## src/rtl/fft_pkg.sv

```systemverilog
// Shared width constants and the round/saturate helper used by the FFT stage wrappers.
package fft_pkg;

  localparam int DATA_W  = 16;
  localparam int TW_W    = 14;
  localparam int TW_FRAC = 12;
  localparam int PROD_W  = DATA_W + TW_W;
  localparam int SUM_W   = DATA_W + TW_W + 1;

  typedef struct packed {
    logic [DATA_W-1:0] value;
    logic              clipped;
  } sat_t;

  // Round half-up by 'frac' bits, then clip symmetrically into a signed 'width'-bit range.
  function automatic sat_t sat_round(input logic signed [SUM_W-1:0] value,
                                     input int frac,
                                     input int width);
    logic signed [SUM_W:0] v_ext;
    logic signed [SUM_W:0] v_half;
    logic signed [SUM_W:0] v_max;
    logic signed [SUM_W:0] v_min;
    sat_t                  res;
    v_ext  = {value[SUM_W-1], value};
    v_half = (SUM_W+1)'(1) << (frac - 1);
    v_ext  = (v_ext + v_half) >>> frac;
    v_max  = (SUM_W+1)'((1 << (width - 1)) - 1);
    v_min  = -v_max - (SUM_W+1)'(1);
    res.clipped = 1'b1;
    if (v_ext > v_max) begin
      res.value = v_max[DATA_W-1:0];
    end else if (v_ext < v_min) begin
      res.value = v_min[DATA_W-1:0];
    end else begin
      res.value   = v_ext[DATA_W-1:0];
      res.clipped = 1'b0;
    end
    return res;
  endfunction

endpackage

```

## src/rtl/cmult_q12.sv

```systemverilog
// Two-stage signed complex multiplier (a+jb)(c+jd) with Q1.12 coefficient, rounding and saturation.
module cmult_q12
  import fft_pkg::*;
(
  input  logic                     clk,
  input  logic                     rst,
  input  logic signed [DATA_W-1:0] i_a,
  input  logic signed [DATA_W-1:0] i_b,
  input  logic signed [TW_W-1:0]   i_c,
  input  logic signed [TW_W-1:0]   i_d,
  output logic [DATA_W-1:0]        o_re,
  output logic [DATA_W-1:0]        o_im,
  output logic                     o_ovf
);

  logic signed [PROD_W-1:0] r_ac;
  logic signed [PROD_W-1:0] r_bd;
  logic signed [PROD_W-1:0] r_ad;
  logic signed [PROD_W-1:0] r_bc;
  logic signed [SUM_W-1:0]  w_re_sum;
  logic signed [SUM_W-1:0]  w_im_sum;
  sat_t                     w_re_sat;
  sat_t                     w_im_sat;

  always_ff @(posedge clk or posedge rst) begin
    if (rst) begin
      r_ac <= '0;
      r_bd <= '0;
      r_ad <= '0;
      r_bc <= '0;
    end else begin
      r_ac <= PROD_W'(i_a) * PROD_W'(i_c);
      r_bd <= PROD_W'(i_b) * PROD_W'(i_d);
      r_ad <= PROD_W'(i_a) * PROD_W'(i_d);
      r_bc <= PROD_W'(i_b) * PROD_W'(i_c);
    end
  end

  assign w_re_sum = SUM_W'(r_ac) - SUM_W'(r_bd);
  assign w_im_sum = SUM_W'(r_ad) + SUM_W'(r_bc);
  assign w_re_sat = sat_round(w_re_sum, TW_FRAC, DATA_W);
  assign w_im_sat = sat_round(w_im_sum, TW_FRAC, DATA_W);

  always_ff @(posedge clk or posedge rst) begin
    if (rst) begin
      o_re  <= '0;
      o_im  <= '0;
      o_ovf <= 1'b0;
    end else begin
      o_re  <= w_re_sat.value;
      o_im  <= w_im_sat.value;
      o_ovf <= w_re_sat.clipped | w_im_sat.clipped;
    end
  end

endmodule

```

## src/rtl/fft_stage3_twiddle_mult.sv

```systemverilog
// Stage-3 twiddle multiply: frame position tracking, twiddle ROM addressing and a 3-cycle complex multiply.
module fft_stage3_twiddle_mult
  import fft_pkg::*;
#(
  parameter int N    = 256,
  parameter int SIZE = 8
) (
  input  logic              clk,
  input  logic              rst,
  input  logic              in_valid,
  input  logic              in_sof,
  input  logic [DATA_W-1:0] in_re,
  input  logic [DATA_W-1:0] in_im,
  output logic [SIZE-4:0]   rd_ptr_angle,
  output logic              tw_en,
  input  logic [TW_W-1:0]   cos_data,
  input  logic [TW_W-1:0]   sin_data,
  output logic              out_valid,
  output logic              out_sof,
  output logic [DATA_W-1:0] out_re,
  output logic [DATA_W-1:0] out_im,
  output logic              out_ovf
);

  logic [SIZE-1:0]   r_cnt;
  logic [SIZE-1:0]   w_cnt_eff;
  logic [SIZE-3:0]   w_pos;
  logic [DATA_W-1:0] r_re_s0;
  logic [DATA_W-1:0] r_im_s0;
  logic [2:0]        r_valid_pipe;
  logic [2:0]        r_sof_pipe;
  logic [DATA_W-1:0] w_re;
  logic [DATA_W-1:0] w_im;
  logic              w_ovf;

  assign w_cnt_eff = (in_valid && in_sof) ? '0 : r_cnt;
  // Position within a quarter frame; the first half of each group uses twiddle index 0.
  assign w_pos        = w_cnt_eff[SIZE-3:0];
  assign rd_ptr_angle = w_pos[SIZE-3] ? w_pos[SIZE-4:0] : '0;
  assign tw_en        = in_valid;

  always_ff @(posedge clk or posedge rst) begin
    if (rst) begin
      r_cnt <= '0;
    end else if (in_valid) begin
      r_cnt <= (w_cnt_eff == SIZE'(N - 1)) ? '0 : w_cnt_eff + SIZE'(1);
    end
  end

  // Sample is registered on the same edge the ROM registers its coefficient.
  always_ff @(posedge clk or posedge rst) begin
    if (rst) begin
      r_re_s0      <= '0;
      r_im_s0      <= '0;
      r_valid_pipe <= '0;
      r_sof_pipe   <= '0;
    end else begin
      if (in_valid) begin
        r_re_s0 <= in_re;
        r_im_s0 <= in_im;
      end
      r_valid_pipe <= {r_valid_pipe[1:0], in_valid};
      r_sof_pipe   <= {r_sof_pipe[1:0], in_valid & in_sof};
    end
  end

  cmult_q12 u_cmult (
    .clk   (clk),
    .rst   (rst),
    .i_a   (r_re_s0),
    .i_b   (r_im_s0),
    .i_c   (cos_data),
    .i_d   (sin_data),
    .o_re  (w_re),
    .o_im  (w_im),
    .o_ovf (w_ovf)
  );

  always_ff @(posedge clk or posedge rst) begin
    if (rst) begin
      out_valid <= 1'b0;
      out_sof   <= 1'b0;
      out_ovf   <= 1'b0;
      out_re    <= '0;
      out_im    <= '0;
    end else begin
      out_valid <= r_valid_pipe[2];
      out_sof   <= r_sof_pipe[2];
      out_ovf   <= r_valid_pipe[2] & w_ovf;
      if (r_valid_pipe[2]) begin
        out_re <= w_re;
        out_im <= w_im;
      end
    end
  end

endmodule

```

## config.mk

```make
export PLATFORM = sky130hd
export DESIGN_NAME = fft_stage3_twiddle_mult
export DESIGN_NICKNAME = d
export VERILOG_FILES = /design/src/rtl/fft_pkg.sv /design/src/rtl/cmult_q12.sv /design/src/rtl/fft_stage3_twiddle_mult.sv
export SDC_FILE = /design/constraint.sdc
export NUM_CORES = 2
export LEC_CHECK = 0
export ABC_AREA = 1
export CORE_MARGIN = 2
export CORE_UTILIZATION = 55
export DETAILED_ROUTE_END_ITERATION = 10
export PLACE_DENSITY = 0.74
export SLEW_MARGIN = 40
export SYNTH_ARGS = -nofsm -noshare
export SYNTH_HDL_FRONTEND = slang
export SYNTH_SLANG_ARGS = --single-unit
export TNS_END_PERCENT = 5
```

## constraint.sdc

```tcl
create_clock -name clk -period 22.7 [get_ports clk]
set_clock_uncertainty 0.05 [all_clocks]
set_input_delay 2.27 -clock clk [delete_from_list [all_inputs] [get_ports clk]]
set_output_delay 2.27 -clock clk [all_outputs]
set_load 0.01 [all_outputs]
```

==> results.txt <==
Implementation run completed; key figures follow.

Global routing:
- The run gives the aggregate global routing overflow as 0.

Clock tree:
- The run gives the clock network latency to the later pin of the worst-skew pair as 0.61 ns.
- The run puts the number of H-tree branching levels at 1.
- The run puts the post-cts gate resize count at 0.

Place:
- Counting tap cells, the placed design contains a total of 6,969 instances.
- Buffers placed on the I/O ports in this run total 104.

Yosys:
- Post-synth the commonest register cell is dfrtp_1.
- The run puts the number of standard cells reported by yosys at between 5,000 and 6,000.
- The run puts the multiplexer share of the synthesized area at 0.770%.

Worst setup path:
- The critical path endpoint has a required time of approximately 23 ns.
- The run gives the critical path endpoint category as a flop.
- The run puts the depth of the critical timing path with buffers and inverters included at 18.

Cells and area:
- The run gives the final design area excluding fillers as approximately 50,000 µm².

Final timing:
- The run puts the transition time at the pin with the least slew margin at 0.743 ns.

Flow run:
- Warnings raised by the tools during the run amount to 30.

Status:
- The run finished with clean final reports.
**A small window of the routed layout**

Window x 209 to 234, y 209 to 234 µm. Cells in grey, sequential cells in the stronger grey; small squares are vias.
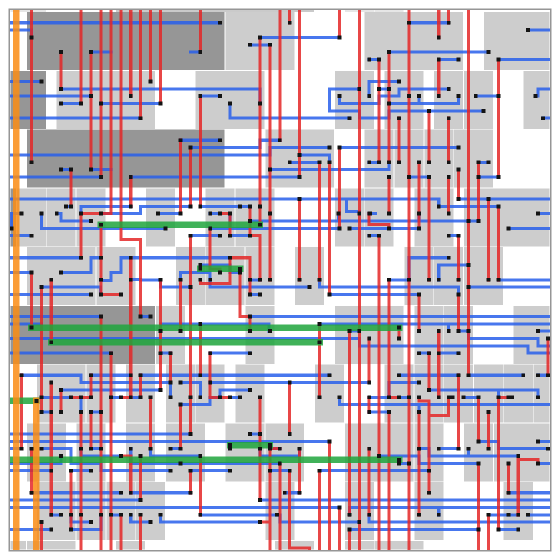
[metal 4] orange
[metal 3] green
[metal 1] blue
[metal 2] red
netlist names of flops here include: u_cmult.r_ac (3)
sequential cells in the window: 3
cells with their middle in the window: 74
most frequent: nand2_1 (26), nor2_1 (12), inv_1 (7)

**Congestion heat map**

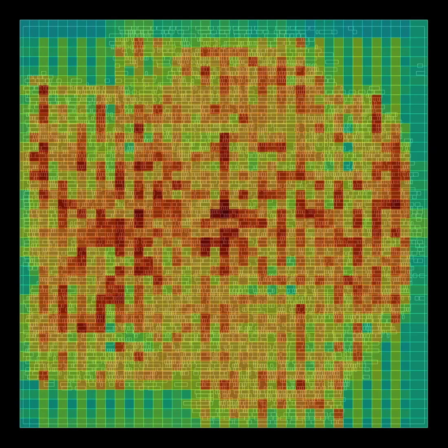
Finished Core Util: 59.5%
met2 GRT Util: 43.2%
most utilized layer in the global route result: met2
routed len/inst: 15.8 µm

**Routed clock nets over the placement**

Scale: 1 px per µm.
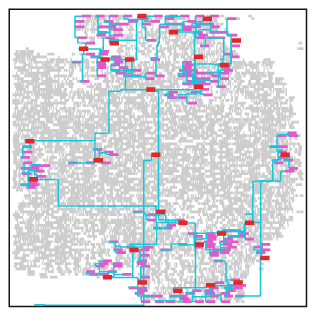
[clock drivers] red | count: 29
[clock wires] cyan | length: 3,970 µm
[flip-flops] magenta | count: 234
routed clock nets: 30

